File: src/rtl/pixel_stream_tx_if.sv
// pixel_stream_tx_if: control, pixel RAM and UART signals of the frame sender
interface pixel_stream_tx_if #(parameter int ADDR_BITS = 13);
  logic                 start;
  logic [1:0]           mode;
  logic [ADDR_BITS-1:0] ram_addr;
  logic [23:0]          ram_rd_data;
  logic                 tx_full;
  logic                 wr_uart;
  logic [7:0]           w_data;
  logic                 busy;
  logic                 done;
  modport master(input start, mode, ram_rd_data, tx_full, output ram_addr, wr_uart, w_data, busy, done);
  modport slave(output start, mode, ram_rd_data, tx_full, input ram_addr, wr_uart, w_data, busy, done);
endinterface

File: src/rtl/pixel_stream_tx.sv
// pixel_stream_tx: reads a frame from pixel RAM and streams it to a UART as gray or RGB bytes
module pixel_stream_tx #(
  parameter int ADDR_BITS  = 13,
  parameter int NUM_PIXELS = 2 ** ADDR_BITS
) (
  input logic clk,
  input logic reset,
  pixel_stream_tx_if.master bus
);
  typedef enum logic [2:0] {IDLE, FETCH, LATCH, SEND, DONE} state_t;
  localparam logic [ADDR_BITS-1:0] last_idx = ADDR_BITS'(NUM_PIXELS - 1);
  state_t               state_q;
  logic [ADDR_BITS-1:0] addr_q;
  logic [23:0]          pix_q;
  logic [1:0]           byte_q;
  logic [1:0]           mode_q;
  logic [9:0]           gray_sum;
  logic [7:0]           gray;
  logic [7:0]           byte_sel;
  logic                 last_byte;
  logic                 wr;
  // R + 2G + B never exceeds 1020, so the quarter always fits a byte
  assign gray_sum  = {2'b00, pix_q[23:16]} + {1'b0, pix_q[15:8], 1'b0} + {2'b00, pix_q[7:0]};
  assign gray      = 8'(gray_sum >> 2);
  assign byte_sel  = mode_q == 2'd2 ? (byte_q == 2'd0 ? pix_q[23:16] : byte_q == 2'd1 ? pix_q[15:8] : pix_q[7:0]) : gray;
  assign last_byte = mode_q == 2'd0 || byte_q == 2'd2;
  // a byte leaves only in SEND and only when the UART FIFO has room this very cycle
  assign wr           = state_q == SEND && !bus.tx_full;
  assign bus.wr_uart  = wr;
  assign bus.w_data   = wr ? byte_sel : 8'd0;
  assign bus.ram_addr = addr_q;
  assign bus.busy     = state_q == FETCH || state_q == LATCH || state_q == SEND;
  assign bus.done     = state_q == DONE;
  // frame sequencer: fetch, latch and serialise one pixel at a time; addr_q doubles as the pixel index
  always_ff @(posedge clk or posedge reset)
    if (reset) begin
      state_q <= IDLE;
      addr_q  <= '0;
      pix_q   <= '0;
      byte_q  <= '0;
      mode_q  <= '0;
    end else begin
      case (state_q)
        IDLE: if (bus.start) begin
          mode_q  <= bus.mode == 2'd3 ? 2'd0 : bus.mode;
          addr_q  <= '0;
          state_q <= FETCH;
        end
        FETCH: state_q <= LATCH;
        LATCH: begin
          pix_q   <= bus.ram_rd_data;
          byte_q  <= '0;
          state_q <= SEND;
        end
        SEND: if (!bus.tx_full) begin
          byte_q <= byte_q + 2'd1;
          if (last_byte) begin
            if (addr_q == last_idx) state_q <= DONE;
            else begin
              addr_q  <= addr_q + ADDR_BITS'(1);
              state_q <= FETCH;
            end
          end
        end
        DONE: state_q <= IDLE;
        default: state_q <= IDLE;
      endcase
    end
endmodule

File: src/flat_wrapper.sv
// flat-port wrapper written by rule: the top's interface ports become plain ports
module pixel_stream_tx_flat 
#(
  parameter int ADDR_BITS  = 13,
  parameter int NUM_PIXELS = 2 ** ADDR_BITS
)
  (clk, reset, bus_start, bus_mode, bus_ram_rd_data, bus_tx_full, bus_ram_addr, bus_wr_uart, bus_w_data, bus_busy, bus_done);
  pixel_stream_tx_if #(.ADDR_BITS(ADDR_BITS)) bus_i ();
  input logic clk;
  input logic reset;
  input wire logic [$bits(bus_i.start)-1:0] bus_start;
  input wire logic [$bits(bus_i.mode)-1:0] bus_mode;
  input wire logic [$bits(bus_i.ram_rd_data)-1:0] bus_ram_rd_data;
  input wire logic [$bits(bus_i.tx_full)-1:0] bus_tx_full;
  output wire logic [$bits(bus_i.ram_addr)-1:0] bus_ram_addr;
  output wire logic [$bits(bus_i.wr_uart)-1:0] bus_wr_uart;
  output wire logic [$bits(bus_i.w_data)-1:0] bus_w_data;
  output wire logic [$bits(bus_i.busy)-1:0] bus_busy;
  output wire logic [$bits(bus_i.done)-1:0] bus_done;
  assign bus_i.start = bus_start;
  assign bus_i.mode = bus_mode;
  assign bus_i.ram_rd_data = bus_ram_rd_data;
  assign bus_i.tx_full = bus_tx_full;
  assign bus_ram_addr = bus_i.ram_addr;
  assign bus_wr_uart = bus_i.wr_uart;
  assign bus_w_data = bus_i.w_data;
  assign bus_busy = bus_i.busy;
  assign bus_done = bus_i.done;
  pixel_stream_tx #(.ADDR_BITS(ADDR_BITS), .NUM_PIXELS(NUM_PIXELS)) u_core (.clk(clk), .reset(reset), .bus(bus_i));
endmodule
File: config.mk
export PLATFORM = sky130hd
export DESIGN_NAME = pixel_stream_tx_flat
export DESIGN_NICKNAME = d
export VERILOG_FILES = /design/src/rtl/pixel_stream_tx_if.sv /design/src/rtl/pixel_stream_tx.sv /design/src/flat_wrapper.sv
export SDC_FILE = /design/constraint.sdc
export NUM_CORES = 1
export LEC_CHECK = 0
export ABC_AREA = 1
export CORE_UTILIZATION = 39
export DETAILED_ROUTE_END_ITERATION = 8
export GPL_ROUTABILITY_DRIVEN = 0
export GPL_TIMING_DRIVEN = 0
export PLACE_DENSITY = 0.63
export SETUP_SLACK_MARGIN = 0.02
export SLEW_MARGIN = 10
export SYNTH_ARGS = -nofsm -noshare
export SYNTH_HDL_FRONTEND = slang
export SYNTH_SLANG_ARGS = --single-unit
File: constraint.sdc
create_clock -name clk -period 6.9 [get_ports clk]
set_clock_uncertainty 0.05 [all_clocks]
set_input_delay 1.38 -clock clk [delete_from_list [all_inputs] [get_ports clk]]
set_output_delay 1.38 -clock clk [all_outputs]
set_load 0.01 [all_outputs]
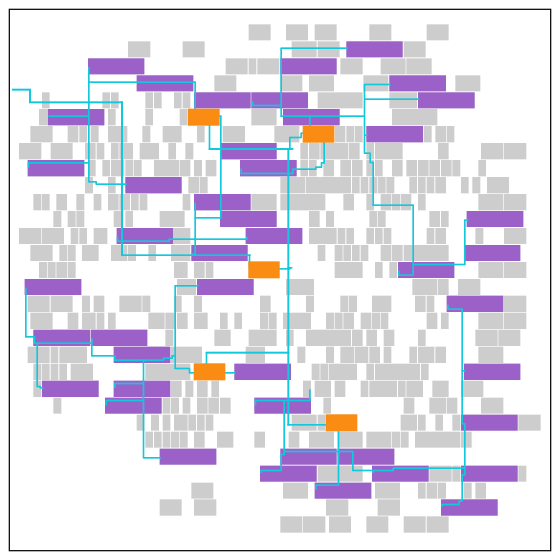
run_1/clock_wires.png
[flip-flops] purple | count: 44
[clock-net drivers] orange | count: 5
[clock wires] cyan | length: 637 um
routed clock nets	6
flops lie	spread over the die
clk latency late pin: 300 ps
clock group power: 0.172 mW
clock network power share: 0.093

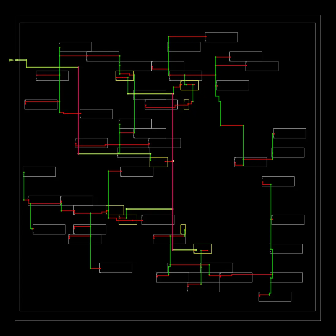
run_1/clock_nets.png
count of flip-flops and latches: 44
number of buffers created by CTS: 5

==> flow_summary_export.csv, run 1 <==
group,metric,value,unit
power_and_ir_drop,power_frac_seq,0.240,
critical_path,r2r_cells,10,
timing,max_freq,219.5,MHz
synthesis,largest_combinational_cell_category_by_area,"simple AND/OR/NAND/NOR gates",
synthesis,netlist-cell-type-count,33,
place,dp_hpwl,4742,um
floorplan,die_y,86.55,um
clocking,clock_sinks,44,
power_and_ir_drop,seq_cell_power,0.445,mW
finish,n_antenna_cell,0,
grt,grt_pass1_vias,2372,
synthesis,number_of_cell_instances_after_yosys_synthesis,335,
synthesis,synth-warning-count,0,
place,placement.cell_area,0.003458,sq mm
finish,final_core_util,0.5194,
synthesis,ys_async_sr_fraction,1.000,
route,routed_wirelength,6324,um
critical_path,critical_path.endpoint_type,"primary output",
synthesis,aoi_share,0.08573,
floorplan,tap-cell-count,96,
finish,fill_cells,654,
finish,post_route_cells_drive_above_1_share,0.1159,
route,viasPerCell,4.840,
finish,multi_input_comb_cells,242,
route,route.antenna.remaining_nets,0,
clocking,path_clk_slew,80,ps
clocking,tritoncts,"done",
critical_path,critical_path.startpoint,"bus_tx_full",
floorplan,floorplan.die_area,0.007490,sq mm
clocking,cells_resized_by_post_cts_repair,0,
floorplan,io_pins,54,
route,m1WireLength,2923,um
worst_hold_path,hold_path_depth,2,
worst_hold_path,worst_hold_path_type,"reg -> reg",
floorplan,design.core.area,0.006832,sq mm
critical_path,slowest_stage_cell_cp,"clkdlybuf4s50_1",
flow_run,stage_log_warning_count,28,
grt,grt_first_pass_wirelength,10960,um
critical_path,critical_path.n_buffers_inverters,4,
timing,whs,478.5,ps
critical_path,critical_path.max_fanout,7,
floorplan,die.size.x,86.55,um
place,port_buffers,53,
critical_path,worst-endpoint-required,5470,ps
finish,final.signal_inverter_count,43,
power_and_ir_drop,combinationalPower,1.24,mW
critical_path,worstReg2RegStart,"u_core.bus.ram_addr[0]",
route,length_of_the_first_detailed_routing_pass_in_iterations,4,
power_and_ir_drop,leakagePower,1.703,nW
finish,area_occupied_by_registers,0.001101,sq mm
route,met2WireLength,3001,um
finish,layout.area.top_class,"logic gates",
critical_path,wp_data_arrival,3130,ps
power_and_ir_drop,worst_ir_drop_vdd,0.0001557,V
critical_path,reg2reg_setup_slack,5100,ps
finish,layout_top_cells_excl_fill_tap,"92 x nand2_1, 53 x clkdlybuf4s50_1, 44 x dfrtp_1, 39 x inv_1, 27 x nand3_1",
finish,seq_area_frac,0.3103,
finish,registers.top_by_ff_count,"u_core.pix_q",
finish,logic_area,0.001488,sq mm
synthesis,syn_area_per_cell,8.321,sq um
floorplan,core.rowCount,30,
outcome,outcome,"completed",
finish,nClkBuffers,8,
power_and_ir_drop,cellPowerDensity,523.6,mW/mm^2
critical_path,cp_cell_sequence,"clkdlybuf4s50_1 > nor2_8 > inv_1 > a21oi_1 > nand2_1 > inv_1 > clkdlybuf4s50_1",
route,detail_route.wl_per_cell,12.83,um
clocking,ctsLongestPathBuffers,2,
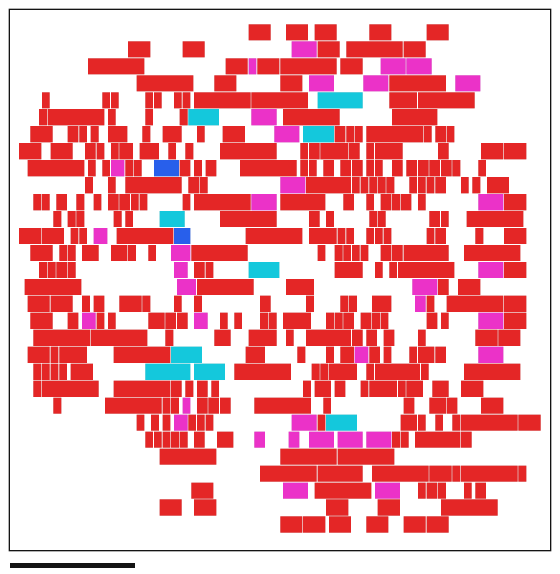
run_1/sizing.png
Scale bar: 20 um.
size	color	cells	share
x1 and smaller	red	351	88%
x6 and larger	cyan	9	2.3%
x2	magenta	35	8.8%
x3 and x4	blue	2	0.50%
final setup margin: 2343 ps
Syn-to-layout area delta: 27.29%

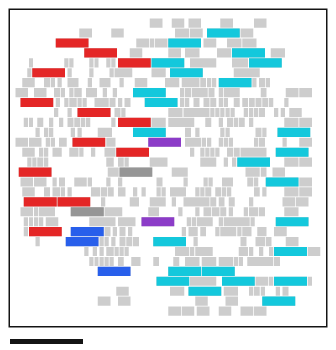
run_1/ff_map.png
Scale bar: 20 um.
netlist name	color	flops
u_core.byte_q	purple	2
u_core.pix_q	cyan	24
u_core.bus.ram_addr	red	13
u_core.state_q	blue	3
not colored	2

==> run 2: changes to the inputs <==
Settings changed: PLACE_DENSITY 0.63 to 0.65.
Clock period 6.9 ns to 4 ns, I/O delays scaled along.
==> flow_summary_export.csv, run 2 <==
group,metric,value,unit
finish,seq_area_frac,0.3103,
clocking,ctsLongestPathBuffers,2,
power_and_ir_drop,power_frac_seq,0.241,
finish,area_occupied_by_registers,0.001101,sq mm
finish,n_antenna_cell,0,
route,m1WireLength,2933,um
finish,area_delta_synth_final,27.29,%
power_and_ir_drop,combinationalPower,2.12,mW
clocking,clock_sinks,44,
power_and_ir_drop,worst_ir_drop_vdd,0.0002634,V
route,routed_wirelength,6346,um
critical_path,worst-endpoint-required,3150,ps
floorplan,floorplan.die_area,0.007490,sq mm
finish,post_route_cells_drive_above_1_share,0.1159,
critical_path,critical_path.startpoint,"u_core.pix_q[2]",
synthesis,largest_combinational_cell_category_by_area,"simple AND/OR/NAND/NOR gates",
timing,max_freq,269.7,MHz
power_and_ir_drop,cellPowerDensity,896.9,mW/mm^2
finish,final_core_util,0.5194,
grt,grt_pass1_vias,2411,
finish,fill_cells,640,
critical_path,reg2reg_setup_slack,2150,ps
finish,logic_area,0.001488,sq mm
outcome,outcome,"completed",
flow_run,stage_log_warning_count,28,
finish,layout.area.top_class,"logic gates",
synthesis,netlist-cell-type-count,33,
critical_path,wp_data_arrival,2860,ps
finish,layout_top_cells_excl_fill_tap,"92 x nand2_1, 53 x clkdlybuf4s50_1, 44 x dfrtp_1, 39 x inv_1, 27 x nand3_1",
worst_hold_path,hold_path_depth,2,
floorplan,design.core.area,0.006832,sq mm
timing,whs,466.1,ps
synthesis,ys_async_sr_fraction,1.000,
finish,registers.top_by_ff_count,"u_core.pix_q",
finish,nClkBuffers,8,
place,port_buffers,53,
route,length_of_the_first_detailed_routing_pass_in_iterations,4,
clocking,cells_resized_by_post_cts_repair,0,
critical_path,r2r_cells,10,
route,met2WireLength,3100,um
finish,final.signal_inverter_count,43,
route,viasPerCell,4.868,
place,dp_hpwl,4729,um
power_and_ir_drop,seq_cell_power,0.766,mW
synthesis,number_of_cell_instances_after_yosys_synthesis,335,
synthesis,synth-warning-count,0,
critical_path,critical_path.max_fanout,3,
critical_path,slowest_stage_cell_cp,"fa_1",
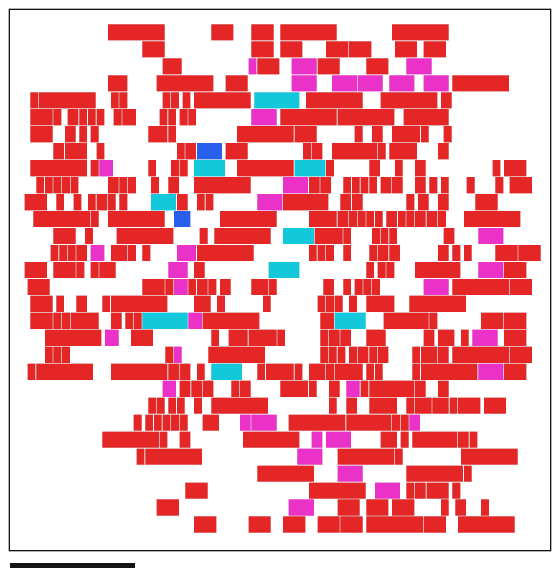
run_2/sizing.png
Scale bar: 20 um.
non-clock buffer count in the final layout: 60
Finished Cell Area: 0.003548 sq mm
final setup margin: 292.6 ps

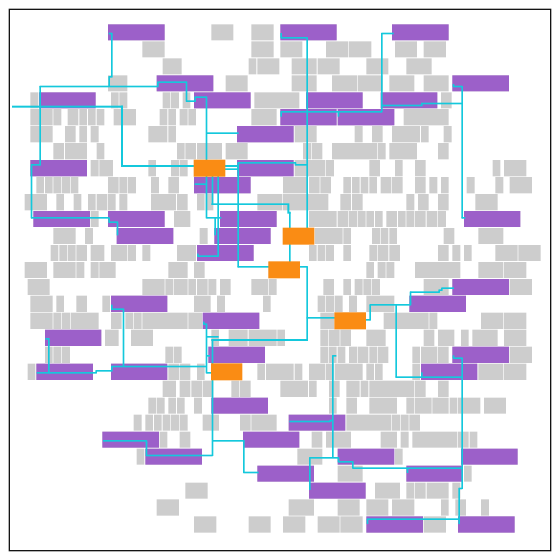
run_2/clock_wires.png
clock group power: 0.296 mW
clk latency late pin: 290 ps

Power is estimated from default activity; no workload was simulated.
